[config.mk]
export PLATFORM = sky130hd
export DESIGN_NAME = obuf_arb
export DESIGN_NICKNAME = d
export VERILOG_FILES = /design/src/rtl/mesh_pkg.sv /design/src/rtl/rr_arb5.sv /design/src/rtl/obuf_arb.sv
export SDC_FILE = /design/constraint.sdc
export NUM_CORES = 1
export LEC_CHECK = 0
export ABC_AREA = 1
export CORE_MARGIN = 10
export CORE_UTILIZATION = 62
export DETAILED_ROUTE_END_ITERATION = 8
export DONT_BUFFER_PORTS = 1
export MAX_ROUTING_LAYER = met4
export PLACE_DENSITY = 0.85
export SLEW_MARGIN = 20
export SYNTH_ARGS = -nofsm -noshare
export SYNTH_HDL_FRONTEND = slang
export SYNTH_SLANG_ARGS = --single-unit
[constraint.sdc]
create_clock -name clk -period 7.3 [get_ports clk]
set_input_delay 1.46 -clock clk [delete_from_list [all_inputs] [get_ports clk]]
set_output_delay 1.46 -clock clk [all_outputs]
set_load 0.02 [all_outputs]
[src/rtl/mesh_pkg.sv]
// Shared mesh router definitions: port directions and payload width.
// Used by input buffers, routing logic and output arbiters.
package mesh_pkg;

    localparam int NUM_PORTS = 5;
    localparam int PYLD_W    = 23;

    typedef enum logic [2:0] {
        DIR_N = 3'd0,
        DIR_W = 3'd1,
        DIR_S = 3'd2,
        DIR_E = 3'd3,
        DIR_B = 3'd4
    } dir_e;

    function automatic logic [2:0] dir_next(input logic [2:0] d);
        return (d == DIR_B) ? DIR_N : d + 3'd1;
    endfunction

endpackage

[src/rtl/rr_arb5.sv]
// 5-way round-robin arbiter; the pointer moves past the winner
// only when the grant is actually consumed (adv).
module rr_arb5 (
    input  logic       clk,
    input  logic       rst_n,
    input  logic [4:0] req,
    input  logic       adv,
    output logic [4:0] gnt
);
    import mesh_pkg::*;

    logic [2:0] r_ptr;
    logic [2:0] w_idx;
    logic [2:0] w_cand;
    logic       w_hit;

    always_comb begin
        w_idx  = r_ptr;
        w_cand = r_ptr;
        w_hit  = 1'b0;
        gnt    = '0;
        for (int i = 0; i < NUM_PORTS; i++) begin
            if (!w_hit && req[w_cand]) begin
                w_hit = 1'b1;
                w_idx = w_cand;
            end
            w_cand = dir_next(w_cand);
        end
        if (w_hit) gnt[w_idx] = 1'b1;
    end

    always_ff @(posedge clk or negedge rst_n) begin
        if (!rst_n) begin
            r_ptr <= 3'd0;
        end else if (adv && w_hit) begin
            r_ptr <= dir_next(w_idx);
        end
    end

endmodule

[src/rtl/obuf_arb.sv]
// Router output port: round-robin grant of input ports into a small
// FIFO that drives the output link with a valid/ready handshake.
module obuf_arb #(
    parameter int PYLD_W = mesh_pkg::PYLD_W,
    parameter int DEPTH  = 2
) (
    input  logic                clk,
    input  logic                rst_n,
    input  logic [4:0]          arb_req_i,
    input  logic [5*PYLD_W-1:0] payload_i,
    output logic [4:0]          arb_gnt_o,
    output logic                obuf_rdy_o,
    output logic                obuf_vld,
    input  logic                obuf_rdy_dn,
    output logic [PYLD_W-1:0]   payload_o
);
    import mesh_pkg::*;

    localparam int AW = $clog2(DEPTH);
    localparam int CW = AW + 1;

    logic [PYLD_W-1:0] r_mem [DEPTH];
    logic [AW-1:0]     r_wp;
    logic [AW-1:0]     r_rp;
    logic [CW-1:0]     r_cnt;

    logic              w_push;
    logic              w_pop;
    logic [PYLD_W-1:0] w_din;

    rr_arb5 u_arb (
        .clk   (clk),
        .rst_n (rst_n),
        .req   (arb_req_i),
        .adv   (w_push),
        .gnt   (arb_gnt_o)
    );

    // Ready comes only from registered occupancy, never from downstream.
    assign obuf_rdy_o = (r_cnt != CW'(DEPTH));
    assign obuf_vld   = (r_cnt != '0);
    assign w_push     = (|arb_gnt_o) && obuf_rdy_o;
    assign w_pop      = obuf_vld && obuf_rdy_dn;
    assign payload_o  = r_mem[r_rp];

    always_comb begin
        w_din = '0;
        for (int k = 0; k < NUM_PORTS; k++) begin
            if (arb_gnt_o[k]) w_din = w_din | payload_i[k*PYLD_W +: PYLD_W];
        end
    end

    always_ff @(posedge clk or negedge rst_n) begin
        if (!rst_n) begin
            r_wp  <= '0;
            r_rp  <= '0;
            r_cnt <= '0;
            for (int i = 0; i < DEPTH; i++) r_mem[i] <= '0;
        end else begin
            if (w_push) begin
                r_mem[r_wp] <= w_din;
                r_wp        <= r_wp + AW'(1);
            end
            if (w_pop) r_rp <= r_rp + AW'(1);
            case ({w_push, w_pop})
                2'b10:   r_cnt <= r_cnt + CW'(1);
                2'b01:   r_cnt <= r_cnt - CW'(1);
                default: r_cnt <= r_cnt;
            endcase
        end
    end

    a_gnt_onehot: assert property (@(posedge clk) disable iff (!rst_n)
        $onehot0(arb_gnt_o));
    a_gnt_subset: assert property (@(posedge clk) disable iff (!rst_n)
        (arb_gnt_o & ~arb_req_i) == 5'd0);
    a_cnt_max: assert property (@(posedge clk) disable iff (!rst_n)
        r_cnt <= CW'(DEPTH));
    a_hold: assert property (@(posedge clk) disable iff (!rst_n)
        (obuf_vld && !obuf_rdy_dn) |=> $stable(payload_o));

endmodule

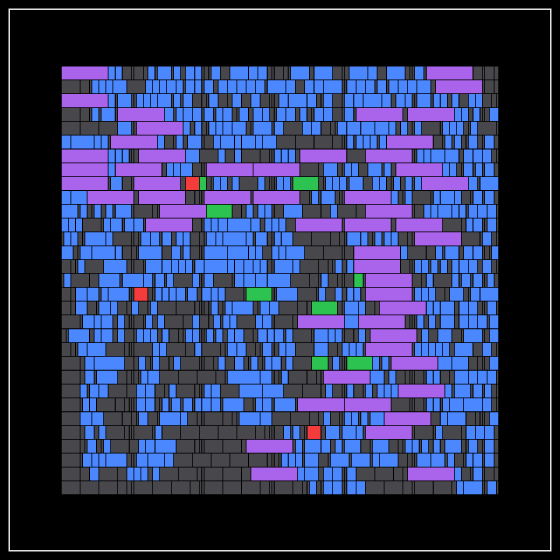
**Above:** run 1 (placement by cell class).
Fill, decap, tap and diode cells in grey.
- blue: all other logic (cells 587)
- purple: flip-flops (cells 53)
- red: other buffers and delay cells (cells 3)
- green: clock drivers and dummy loads (cells 8)

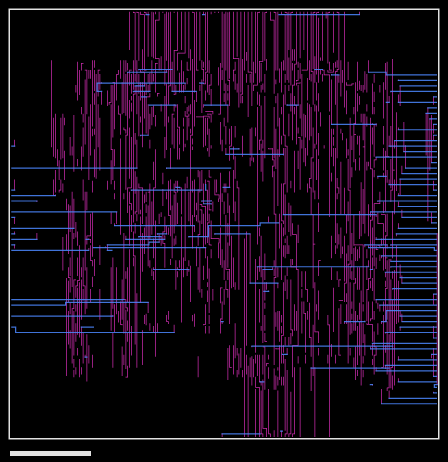
**Above:** run 1 (wiring by layer).
The bar under the picture is 20 um long. Two of the layers only.
- blue: met3 (wire length 1240 um)
- magenta: met2 (wire length 6360 um)
Routed WL per cell: 17.5 um
gr usage total: 23.2%
Post-Route WL: 13100 um
via count: 4381

==> summary.txt, run 1 <==
fresh numbers from the pnr run: status finished clean, Synth logic family simple AND/OR/NAND/NOR gates, Die Wd between 100 and 150 um, Comb area share just over 60%, clk ins delay skew pair 0.31 ns, most common cell in the netlist nand2_1, DR DRC count 0, MUX area fraction 0%, fillcell total around 690, I/O Buffers 0, max FFs per register around 46, vias per cell around 5.8, # setup viols final 0, DIE HEIGHT 106 um, Synth Area in Adders approximately 2.7%, synthesized area around 4600 um2, total grt overflow 0, ANT cells 0, Final Slew Violations 0, HP Class register to register, Post-CTS Resized 0, CP Capture Type primary output, fraction of registers with async set/reset 100%, Critical Path Stages 25
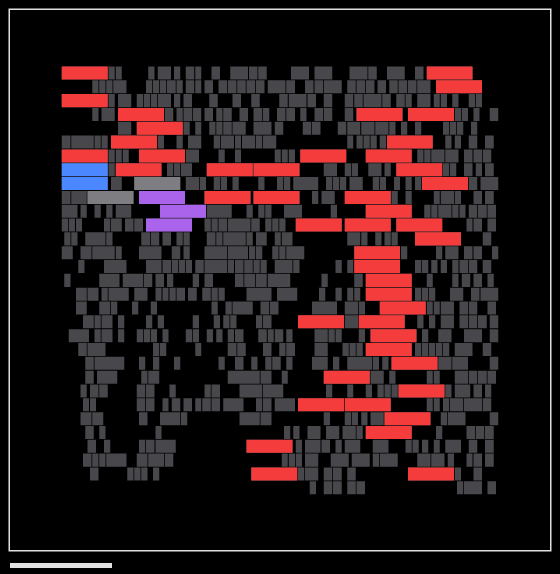
**Above:** run 1 (sequential cells grouped by signal name).
The bar under the picture is 20 um long. Other sequential cells in the stronger grey, the rest of the logic in the fainter grey.
- red: `r_mem` (sequential cells 46)
- purple: `u_arb.r_ptr` (sequential cells 3)
- blue: `r_cnt` (sequential cells 2)
- not coloured: 2

## run 1: through the flow
stage / hold slack [ns] / utilization (%) / worst slack, ns / std cells
2_1_floorplan: 0.449 / - / 2.46 / 672
3_3_place_gp: 0.461 / 62.7 / 1.86 / 742
3_5_place_dp: 0.466 / 62.7 / 1.78 / 742
4_1_cts: 0.490 / 63.9 / 1.44 / 750
5_1_grt: 0.506 / 63.9 / 0.984 / 750
6_report: 0.488 / 63.9 / 1.45 / 750
## run 1: layer usage
metal | track usage, % | wire (um)
met2 | 38.2 | 6360
met1 | 26.4 | 5220
met5 | - | 0
met4 | 8.03 | 324
met3 | 6.58 | 1240
**Run 1: clock nets**

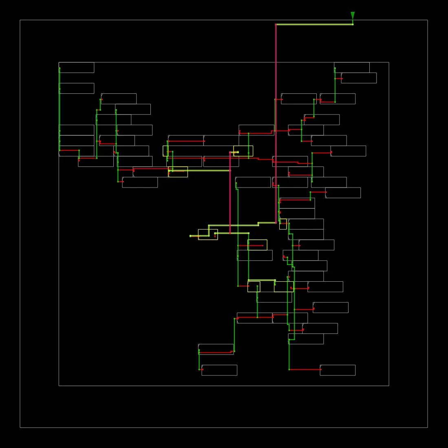

==> run 2: changes to the inputs <==
CORE_UTILIZATION = 59   (was 62)
clock period = 4.7 ns   (was 7.3 ns; I/O delays follow)
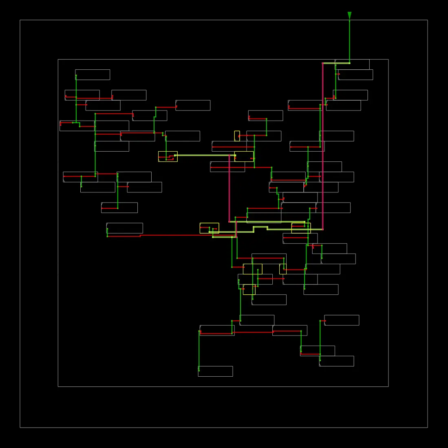
**Above:** run 2 (clock nets).
Sink Count: 53

==> summary.txt, run 2 <==
fresh numbers from the pnr run: vias per cell 5.92 (was 5.84), fillcell total 706 (was 687), CP Capture Type primary output (unchanged), MUX area fraction 0% (unchanged), total grt overflow 0 (unchanged), Final Slew Violations 0 (unchanged), most common cell in the netlist nand2_1 (unchanged), HP Class input pin to asynchronous set/reset pin (was register to register), max FFs per register 46 (unchanged), dpl ws 0.276 ns (was 1.78 ns), Layout Utilization 63.0% (was 63.9%), Routed WL per cell 17.6 um (was 17.5 um), status finished clean (unchanged), final worst slack 0.229 ns (was 1.45 ns), DR DRC count 0 (unchanged), Cells after DPL 753 (was 742), ANT cells 0 (unchanged), # setup viols final 0 (unchanged), via count 4550 (was 4381), Synth logic family simple AND/OR/NAND/NOR gates (unchanged), post-route non-filler standard cell count 769 (was 750), fraction of registers with async set/reset 100% (unchanged)
## run 2: metal layers
layer  share of wire, %  global-route usage [%]
met2                 49                    38.1
met3                9.2                    6.31
met5                  0                       -
met1                 39                    25.5
met4                2.5                    7.34
## run 2: area by class of cell
| class | instances | area, um2 | share of cell area, % |
|---|---|---|---|
| clock buffers | 6 | 72.6 | 1.51 |
| clock inverters | 2 | 13.8 | 0.286 |
| inverters | 54 | 205 | 4.26 |
| multi-input cells | 533 | 2930 | 60.8 |
| flip-flops and latches | 53 | 1330 | 27.6 |
| well taps | 102 | 128 | 2.65 |
| repair buffers | 19 | 143 | 2.96 |
## run 2: logic make-up after synthesis
group           Yosys count
compound gates           82
fa+ha+maj                10
simple gates            436
flops                    53
xor+xnor                  5
buf+inv                  86
**Run 2: wiring by layer**

The bar under the picture is 20 um long. Two of the layers only.
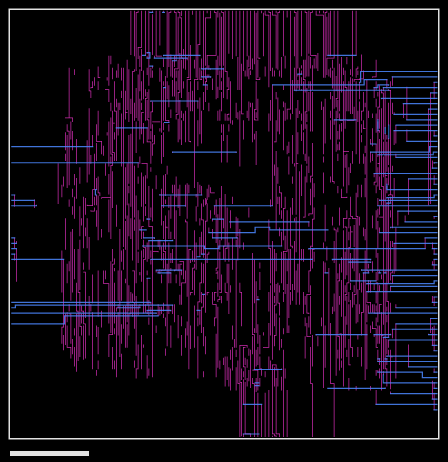

==> run 3: changes to the inputs <==
==> constraint.sdc (replaced) <==
create_clock -name clk -period 4.7 [get_ports clk]
set_input_delay 0.94 -clock clk [delete_from_list [all_inputs] [get_ports clk]]
set_output_delay 0.94 -clock clk [all_outputs]
set_load 0.01 [all_outputs]
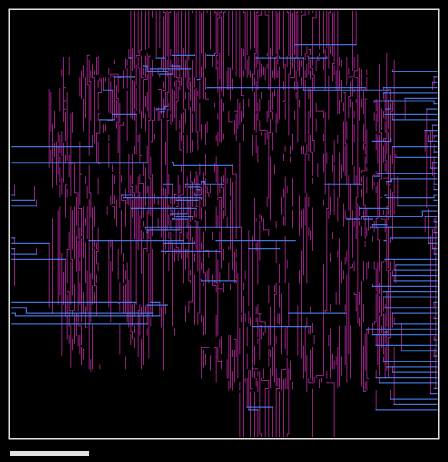
**Above:** run 3 (wiring by layer).
The bar under the picture is 20 um long. Two of the layers only.
- blue: met3 (wire length 1210 um)
- magenta: met2 (wire length 6860 um)

==> summary.txt, run 3 <==
fresh numbers from the pnr run: status finished clean (unchanged), final net count 797 (was 799), # setup viols final 0 (unchanged), MUX area fraction 0% (unchanged), Area growth syn-to-layout 4.94% (was 4.51%), Layout Utilization 63.3% (was 63.0%), WHS 0.318 ns (was 0.310 ns), routed length on met2 6860 um (was 6660 um), via count 4489 (was 4550), Worst Setup SP u_arb.r_ptr[0] (unchanged), HP Class input pin to asynchronous set/reset pin (unchanged), Post-Route WL 13900 um (was 13500 um), Max Freq 0.224 GHz (about the same), final worst slack 0.245 ns (was 0.229 ns), clk ins delay skew pair 0.30 ns (was 0.31 ns), crit path time final 4.46 ns (was 4.47 ns), clock-pin slew on the worst setup and hold paths 0.10 ns (about the same), Die Wd 108 um (unchanged), dpl ws 0.258 ns (was 0.276 ns), vias in the first global route 4288 (was 4330), logic area 2960 um2 (was 2930 um2), vias per cell 5.85 (was 5.92), Synth Area in Adders 2.71% (unchanged), DR WL met3 1210 um (was 1250 um), synthesized area 4610 um2 (unchanged), M1 WL 5590 um (was 5280 um), ANT cells 0 (unchanged), syn nets 805 (unchanged), post-route non-filler standard cell count 767 (was 769), fraction of registers with async set/reset 100% (unchanged), Synth logic family simple AND/OR/NAND/NOR gates (unchanged), Final Slew Violations 0 (unchanged), DIE HEIGHT 108 um (unchanged), gr busiest metal met2 (unchanged), Max Used Layer met4 (unchanged), CP Capture Type primary output (unchanged), gr usage total 22.9% (was 22.7%), Critical Path Stages 18 (was 21), max FFs per register 46 (unchanged), Seq. cell area 1330 um2 (unchanged), Cells after DPL 749 (was 753), Routed WL per cell 18.1 um (was 17.6 um), total grt overflow 0 (unchanged), most common cell in the netlist nand2_1 (unchanged), Biggest register r_mem (unchanged), DR DRC count 0 (unchanged), met1 usage 26.5% (was 25.5%)
-- run 3: cell counts after synthesis --
Identical to the previous run, type by type.
-- run 3: layout make-up --
cell class / count / area share [%]
clock buffers: 6 / 1.50
flip-flops and latches: 53 / 27.5
multi-input cells: 534 / 61.1
well taps: 102 / 2.64
inverters: 54 / 4.24
clock inverters: 2 / 0.285
repair buffers: 16 / 2.74
-- run 3: what timing repair did --
action,4_1_cts,5_1_grt
pin swaps,0,4
cloned,0,1
gates resized,4,13
buffers inserted,0,9
hold buffers,0,0
setup endpoints to repair,4,51
-- run 3: logic make-up after synthesis --
group	Yosys count
buffers and inverters	86
DFF	53
AOI/OAI and AO/OA	82
xor gates and xnor gates	5
and+or+nand+nor	436
adders and majority gates	10
